`config.mk`:
```
export PLATFORM = sky130hd
export DESIGN_NAME = vec_mul_seq
export DESIGN_NICKNAME = d
export VERILOG_FILES = /design/src/rtl/vec_mul_seq_pkg.sv /design/src/rtl/vec_mul_seq_valid_delay.sv /design/src/rtl/vec_mul_seq.sv
export SDC_FILE = /design/constraint.sdc
export NUM_CORES = 1
export LEC_CHECK = 0
export ABC_AREA = 1
export ABC_CLOCK_PERIOD_IN_PS = 4920
export CAP_MARGIN = 0
export CORE_AREA = 2 2 152 154
export CTS_CLUSTER_SIZE = 16
export DETAILED_ROUTE_END_ITERATION = 10
export DIE_AREA = 0 0 154 156
export MAX_ROUTING_LAYER = met4
export PLACE_DENSITY_LB_ADDON = 0.2
export SLEW_MARGIN = 20
export SYNTH_ARGS = -nofsm -noshare
export SYNTH_HDL_FRONTEND = slang
export SYNTH_SLANG_ARGS = --single-unit
```
`constraint.sdc`:
```
create_clock -name clk -period 4.92 [get_ports clk]
set_input_delay 0.984 -clock clk [delete_from_list [all_inputs] [get_ports clk]]
set_output_delay 0.984 -clock clk [all_outputs]
set_load 0.01 [all_outputs]
```
`src/rtl/vec_mul_seq_pkg.sv`:
```
// Shared types and default geometry for the vector-multiply sequencer.
package vec_mul_pkg;

  localparam int N_DEF         = 8;
  localparam int DATA_BW_DEF   = 8;
  localparam int PSUM_BW_DEF   = 20;
  localparam int ADDR_W_DEF    = 10;
  localparam int W_ADDR_W_DEF  = 2;
  localparam int ARRAY_LAT_DEF = 2;

  typedef enum logic [2:0] {
    S_IDLE   = 3'd0,
    S_LOAD_W = 3'd1,
    S_WAIT_W = 3'd2,
    S_STREAM = 3'd3,
    S_DRAIN  = 3'd4,
    S_FIN    = 3'd5
  } state_e;

endpackage

```
`src/rtl/vec_mul_seq_valid_delay.sv`:
```
// Fixed-depth shift register for a valid bit; clr empties it on the next edge.
module valid_delay #(
  parameter int DEPTH = 2
) (
  input  logic clk,
  input  logic rst,
  input  logic clr,
  input  logic valid_i,
  output logic valid_o
);

  logic [DEPTH-1:0] sr_q, sr_d;

  always_comb begin
    sr_d = (sr_q << 1) | DEPTH'(valid_i);
    if (clr) sr_d = '0;
  end

  always_ff @(posedge clk or posedge rst) begin
    if (rst) sr_q <= '0;
    else     sr_q <= sr_d;
  end

  assign valid_o = sr_q[DEPTH-1];

endmodule

```
`src/rtl/vec_mul_seq.sv`:
```
// Job sequencer for the vector-multiply array: optional weight load, UB
// streaming and result write-back, with abort and start/busy/done handshake.
module vec_mul_seq
  import vec_mul_pkg::*;
#(
  parameter int N         = N_DEF,
  parameter int DATA_BW   = DATA_BW_DEF,
  parameter int PSUM_BW   = PSUM_BW_DEF,
  parameter int ADDR_W    = ADDR_W_DEF,
  parameter int W_ADDR_W  = W_ADDR_W_DEF,
  parameter int ARRAY_LAT = ARRAY_LAT_DEF
) (
  input  logic                   clk,
  input  logic                   rst,
  input  logic                   start,
  input  logic                   abort,
  input  logic [ADDR_W-1:0]      cfg_src_base,
  input  logic [ADDR_W-1:0]      cfg_dst_base,
  input  logic [ADDR_W-1:0]      cfg_len,
  input  logic [W_ADDR_W-1:0]    cfg_w_addr,
  input  logic                   cfg_reload,
  output logic                   busy,
  output logic                   done,
  output logic                   err,
  output logic                   ub_rd_en,
  output logic [ADDR_W-1:0]      ub_rd_addr,
  output logic                   wgt_rd_en,
  output logic [W_ADDR_W-1:0]    wgt_rd_addr,
  output logic                   arr_weight_load,
  output logic                   arr_data_valid,
  input  logic [PSUM_BW*N-1:0]   arr_result,
  output logic                   res_wr_en,
  output logic [ADDR_W-1:0]      res_wr_addr,
  output logic [PSUM_BW*N-1:0]   res_wr_data,
  output logic [2:0]             dbg_state_o
);

  if (N < 1 || DATA_BW < 1 || ARRAY_LAT < 1) begin : g_bad_param
    $error("vec_mul_seq: N, DATA_BW and ARRAY_LAT must be >= 1");
  end

  state_e                state_q, state_d;
  logic [ADDR_W-1:0]     src_q, dst_q, len_q, rd_idx_q, wr_idx_q;
  logic [W_ADDR_W-1:0]   wbase_q;
  logic                  adv_q;
  logic                  cfg_load, abort_clr, res_valid;
  logic [ADDR_W-1:0]     last_idx;

  assign abort_clr = abort && (state_q != S_IDLE);
  assign last_idx  = len_q - ADDR_W'(1);

  // Handshake: start is sampled only in IDLE; busy is high from the cycle
  // after acceptance through the done cycle; abort outside IDLE drops the job
  // (no done, no further writes). There is no back-pressure anywhere.
  always_comb begin
    state_d         = state_q;
    cfg_load        = 1'b0;
    wgt_rd_en       = 1'b0;
    arr_weight_load = 1'b0;
    ub_rd_en        = 1'b0;
    done            = 1'b0;
    err             = 1'b0;
    case (state_q)
      S_IDLE: begin
        if (start) begin
          cfg_load = 1'b1;
          if (cfg_len == '0)   state_d = S_FIN;
          else if (cfg_reload) state_d = S_LOAD_W;
          else                 state_d = S_STREAM;
        end
      end
      S_LOAD_W: begin
        wgt_rd_en = 1'b1;
        state_d   = S_WAIT_W;
      end
      S_WAIT_W: begin
        arr_weight_load = 1'b1;
        state_d         = S_STREAM;
      end
      S_STREAM: begin
        ub_rd_en = 1'b1;
        if (rd_idx_q == last_idx) state_d = S_DRAIN;
      end
      S_DRAIN: begin
        // The last write retiring means the valid pipeline is now empty.
        if (res_valid && wr_idx_q == last_idx) state_d = S_FIN;
      end
      S_FIN: begin
        done    = !abort;
        err     = !abort && (len_q == '0);
        state_d = S_IDLE;
      end
      default: state_d = S_IDLE;
    endcase
    if (abort_clr) state_d = S_IDLE;
  end

  always_ff @(posedge clk or posedge rst) begin
    if (rst) begin
      state_q  <= S_IDLE;
      src_q    <= '0;
      dst_q    <= '0;
      len_q    <= '0;
      wbase_q  <= '0;
      rd_idx_q <= '0;
      wr_idx_q <= '0;
      adv_q    <= 1'b0;
    end else begin
      state_q <= state_d;
      adv_q   <= ub_rd_en && !abort_clr;
      if (cfg_load) begin
        src_q    <= cfg_src_base;
        dst_q    <= cfg_dst_base;
        len_q    <= cfg_len;
        wbase_q  <= cfg_w_addr;
        rd_idx_q <= '0;
        wr_idx_q <= '0;
      end else begin
        if (ub_rd_en)  rd_idx_q <= rd_idx_q + ADDR_W'(1);
        if (res_valid) wr_idx_q <= wr_idx_q + ADDR_W'(1);
      end
    end
  end

  valid_delay #(.DEPTH(ARRAY_LAT)) u_valid_delay (
    .clk     (clk),
    .rst     (rst),
    .clr     (abort_clr),
    .valid_i (adv_q),
    .valid_o (res_valid)
  );

  assign busy           = (state_q != S_IDLE);
  assign arr_data_valid = adv_q;
  assign ub_rd_addr     = ub_rd_en  ? src_q + rd_idx_q : '0;
  assign wgt_rd_addr    = wgt_rd_en ? wbase_q : '0;
  assign res_wr_en      = res_valid && !abort_clr;
  assign res_wr_addr    = res_wr_en ? dst_q + wr_idx_q : '0;
  assign res_wr_data    = res_wr_en ? arr_result : '0;
  assign dbg_state_o    = state_q;

endmodule

```
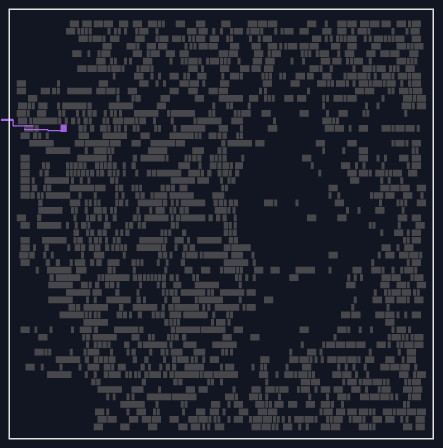
Figure 1: wires at chosen ports, followed through buffers.
port	colour	direction	edge	end cells	buffers	wire
err	purple	output	west	1	1	24.7 um
# port buffers: 389
num ports: 390

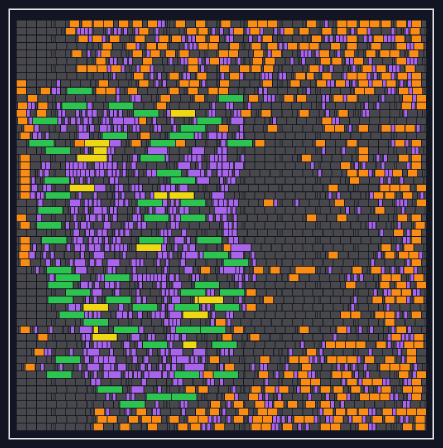
Figure 2: cell classes on the final placement.
Fill, decap, tap and diode cells in grey.
class	colour	cells	share of their area
all other logic	purple	816	39%
clock drivers and dummy loads	yellow	15	3.3%
other buffers and delay cells	orange	393	42%
flip-flops	green	58	15%

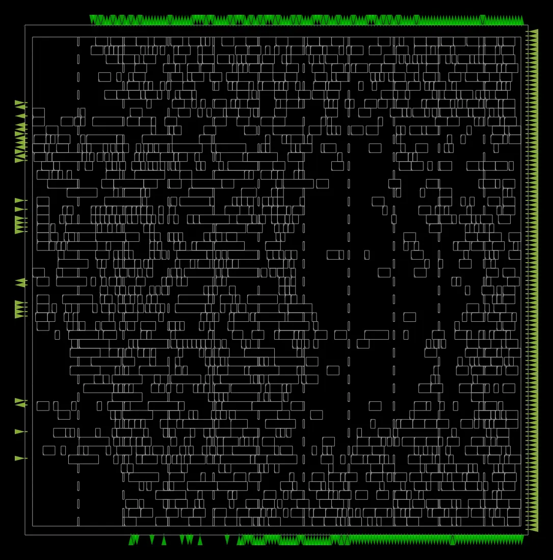
Figure 3: placement view.
flop share of the area: 14.91%
Flops: 58
Non-Filler Instances: 1570
fillers: 2387

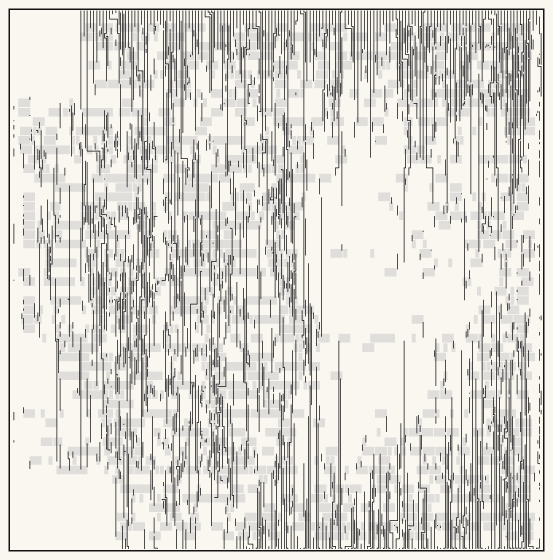
Figure 4: signal wires on met2.
Cells faint in the background.
nets with wire on the layer	1194
share of all routed wire	48%
main direction	vertical
longest straight run	67.5 um
wire length on this layer	12300 um
drt total wl: 25.74 mm
met2 usage: 35.87%
vias: 6645

==> metrics.cfg <==
[yosys]
synth_chip_area_sq_um=5256
synth_area_sq_um=5256
largest_area_cell=dfrtp_1
edf_count=0
ys_warn_count=0
syn_inst=902
synthFlopType=dfrtp_1
netlist_top_cells_count=228 x inv_1, 202 x nor2_1, 169 x nand2_1, 58 x dfrtp_1, 52 x nand3_1
syn-num-nets=1122
ys_ff=58
netlist.area_leader.share_pct=27.61
postSynthAreaPerCell_sq_um=5.827
seq_area_frac_synth_pct=27.61
synth.distinct_cells=33
async_flop_share_pct=100.0
top_cells_by_area=dfrtp_1 28%, inv_1 16%, nor2_1 14%, nand2_1 12%, ha_1 5.0%
ys_cells=902
yosysMostFrequentCell=inv_1

[critical_path]
worst-path-max-fanout=73
rrSetupSlack_ps=2810
reg2regPathDepth=12
r2r-end=dbg_state_o[2]$_DFFE_PP0P_
worst_setup_path_start_kind=input pin
cp.arrival_ps=3240
critPathKind=in2out
crit_path_end_kind=primary output
cp.required_ps=3940
r2r_start=len_q[0]$_DFFE_PP0P_

[timing]
final.setup.tns_ps=0
slew_viol_final=0
min_period_ps=4225
finalWorstSetupSlack_ps=695.0
fmax_mhz=236.7
slew-limit-headroom_pct=51.29
hold_viol_final=0
rsz0062_at_grt=no
fin_crit_sh_pct=85.87
tightestPinTransition_ps=729.5
setup_viol=0
finalClockSkew_ps=5.141

[die]
die_area_sq_um=24020
die_w_um=154
die_h_um=156
rows=55
fp_util_pct=23.50
core_sq_um=22370

[flow_run]
max-cap-violations=0
warning_count=26

[worst_hold_path]
hp-class=reg2reg
min_from=u_valid_delay.sr_q[0]$_DFF_PP0_
min_path_cells=2
min_to=u_valid_delay.sr_q[1]$_DFF_PP0_

[clocking]
cts.htree.levels=3
numClockSinks=58
cts-root-buf=clkbuf_16
cts_buffers=9
cts_tree=done
insertion_delay_ps=330
post-cts-setup-buffer-count=0
clk_path_buf_depth=2
cts_hold_buf=0
cts.clk_slew.worst_paths_ps=50
ctsResizeCount=0

[routing]
drt_iter0_markers=411
viasPerCell=4.232
avgRoutedWirePerCell_um=16.40
drc=0
firstDrtPassIters=7
ant_nets=0

[cells_and_area]
nets=1498
area_growth_pct=85.22
layout-drive-gt1-share_pct=3.354

[grt]
grt_first_pass_wirelength_mm=37.88
grt_max_degree=74
grt_pass1_vias=6500
antenna_found_initial=3
gr-total-overflow=0
grt.total_usage_pct=21.26

[placed_design]
routabilityCongestion=0.9226
dp_hpwl_mm=21.48
post-place-ws_ps=679.9

[power]
power_density_nw_per_um2=302.8
ir_drop_v=0.0001931
p_leak_uw=0.004839

[run_status]
outcome=complete, no violations

## area by class of cell
cell class	instances	area, sq um	share of cell area (%)
clock buffer	13	270.3	2.776
sequential	58	1451	14.91
inverter	233	879.6	9.035
antenna	3	7.507	0.07711
clock inverter	2	35.03	0.3599
tap	285	356.6	3.663
multi-input combinational	583	2799	28.75
timing repair buffer	393	3936	40.43
## registers in the layout, summed over array words and instances, names as in the netlist
| register | flops |
|---|---|
| dst_q | 10 |
| wbase_q | 2 |
| len_q | 10 |
| arr_data_valid | 1 |
| u_valid_delay.sr_q | 2 |
| rd_idx_q | 10 |
| wr_idx_q | 10 |
| src_q | 10 |
| dbg_state_o | 3 |
## metrics by stage
stage          utilization, %  cells  hold WS (ps)  instance area, sq um  power, uW
5_1_grt                 43.53   1570         495.8                  9736       3205
4_1_cts                 43.50   1567         476.7                  9728       2980
6_report                43.53   1570         473.8                  9736       2948
3_5_place_dp            42.13   1552         469.3                  9423       2320
2_1_floorplan               -    902         448.0                  5256       1684
3_3_place_gp            42.13   1552         460.2                  9423       2307
## metal layers
layer  share of wire (%)  global-route usage (%)  vias up  wire, um
li1                    -                       -     3422         -
met2                  48                   35.87      218     12310
met5                   0                       -        -         0
met1                  44                   25.58     2970     11360
met4                 2.6                   6.943        0       671
met3                 5.4                   4.111       35      1398
## how the worst max path moves through the flow
stage	from	endpoint	slack, ps	cells past startpoint
after detailed placement	abort	res_wr_data[49]	680	8
after CTS	abort	res_wr_data[49]	670	8
final	abort	res_wr_data[55]	690	8
after floorplan	wr_idx_q[0]$_DFFE_PP0P_	res_wr_addr[8]	1980	11
after global routing	abort	res_wr_data[68]	510	8
after global placement	abort	res_wr_data[52]	690	8
## report_power, final
group | switching [uW] | leakage (uW) | total [uW] | internal (uW)
Combinational | 865 | 0.00393 | 1530 | 662
Clock | 210 | 0.000152 | 640 | 429
Sequential | 152 | 0.000753 | 782 | 630
## cells in the final DEF (no fill, tap or decap), types with 2 or more instances in the layout
cell type / n
dfrtp_1: 58
inv_2: 5
o21bai_1: 3
ha_1: 21
nor4_1: 3
nor3_1: 7
a21oi_1: 39
clkbuf_16: 9
buf_4: 3
nor2_2: 3
nand2_2: 2
nor2_4: 7
diode_2: 3
o21ai_1: 2
nand4_1: 7
nand3_1: 52
a31oi_1: 2
inv_1: 227
o21ai_0: 43
xor2_1: 7
clkbuf_8: 3
nor2_1: 202
fa_1: 2
nor3_2: 3
clkdlybuf4s50_1: 389
a21o_1: 2
nand2_1: 169
## critical path: stages
cell	delay (ps)
clkdlybuf4s50_1	480
inv_1	80
nor2_4	200
nor2_8	80
inv_6	400
buf_4	400
nor2_1	80
clkdlybuf4s50_1	500
## kinds of logic (layout without fill, tap and decap cells)
| kind of cell | after synthesis | after routing | synth area share [%] |
|---|---|---|---|
| AND/OR/NAND/NOR | 459 | 459 | 36.85 |
| adder cells (fa/ha/maj) | 23 | 23 | 5.761 |
| buffers and inverters | 261 | 641 | 19.14 |
| flip-flops | 58 | 58 | 27.61 |
| other | 0 | 3 | 0 |
| AND-OR/OR-AND | 94 | 94 | 9.474 |
| XOR/XNOR | 7 | 7 | 1.166 |
No activity file was given, so power comes from the tool's default toggle rates.
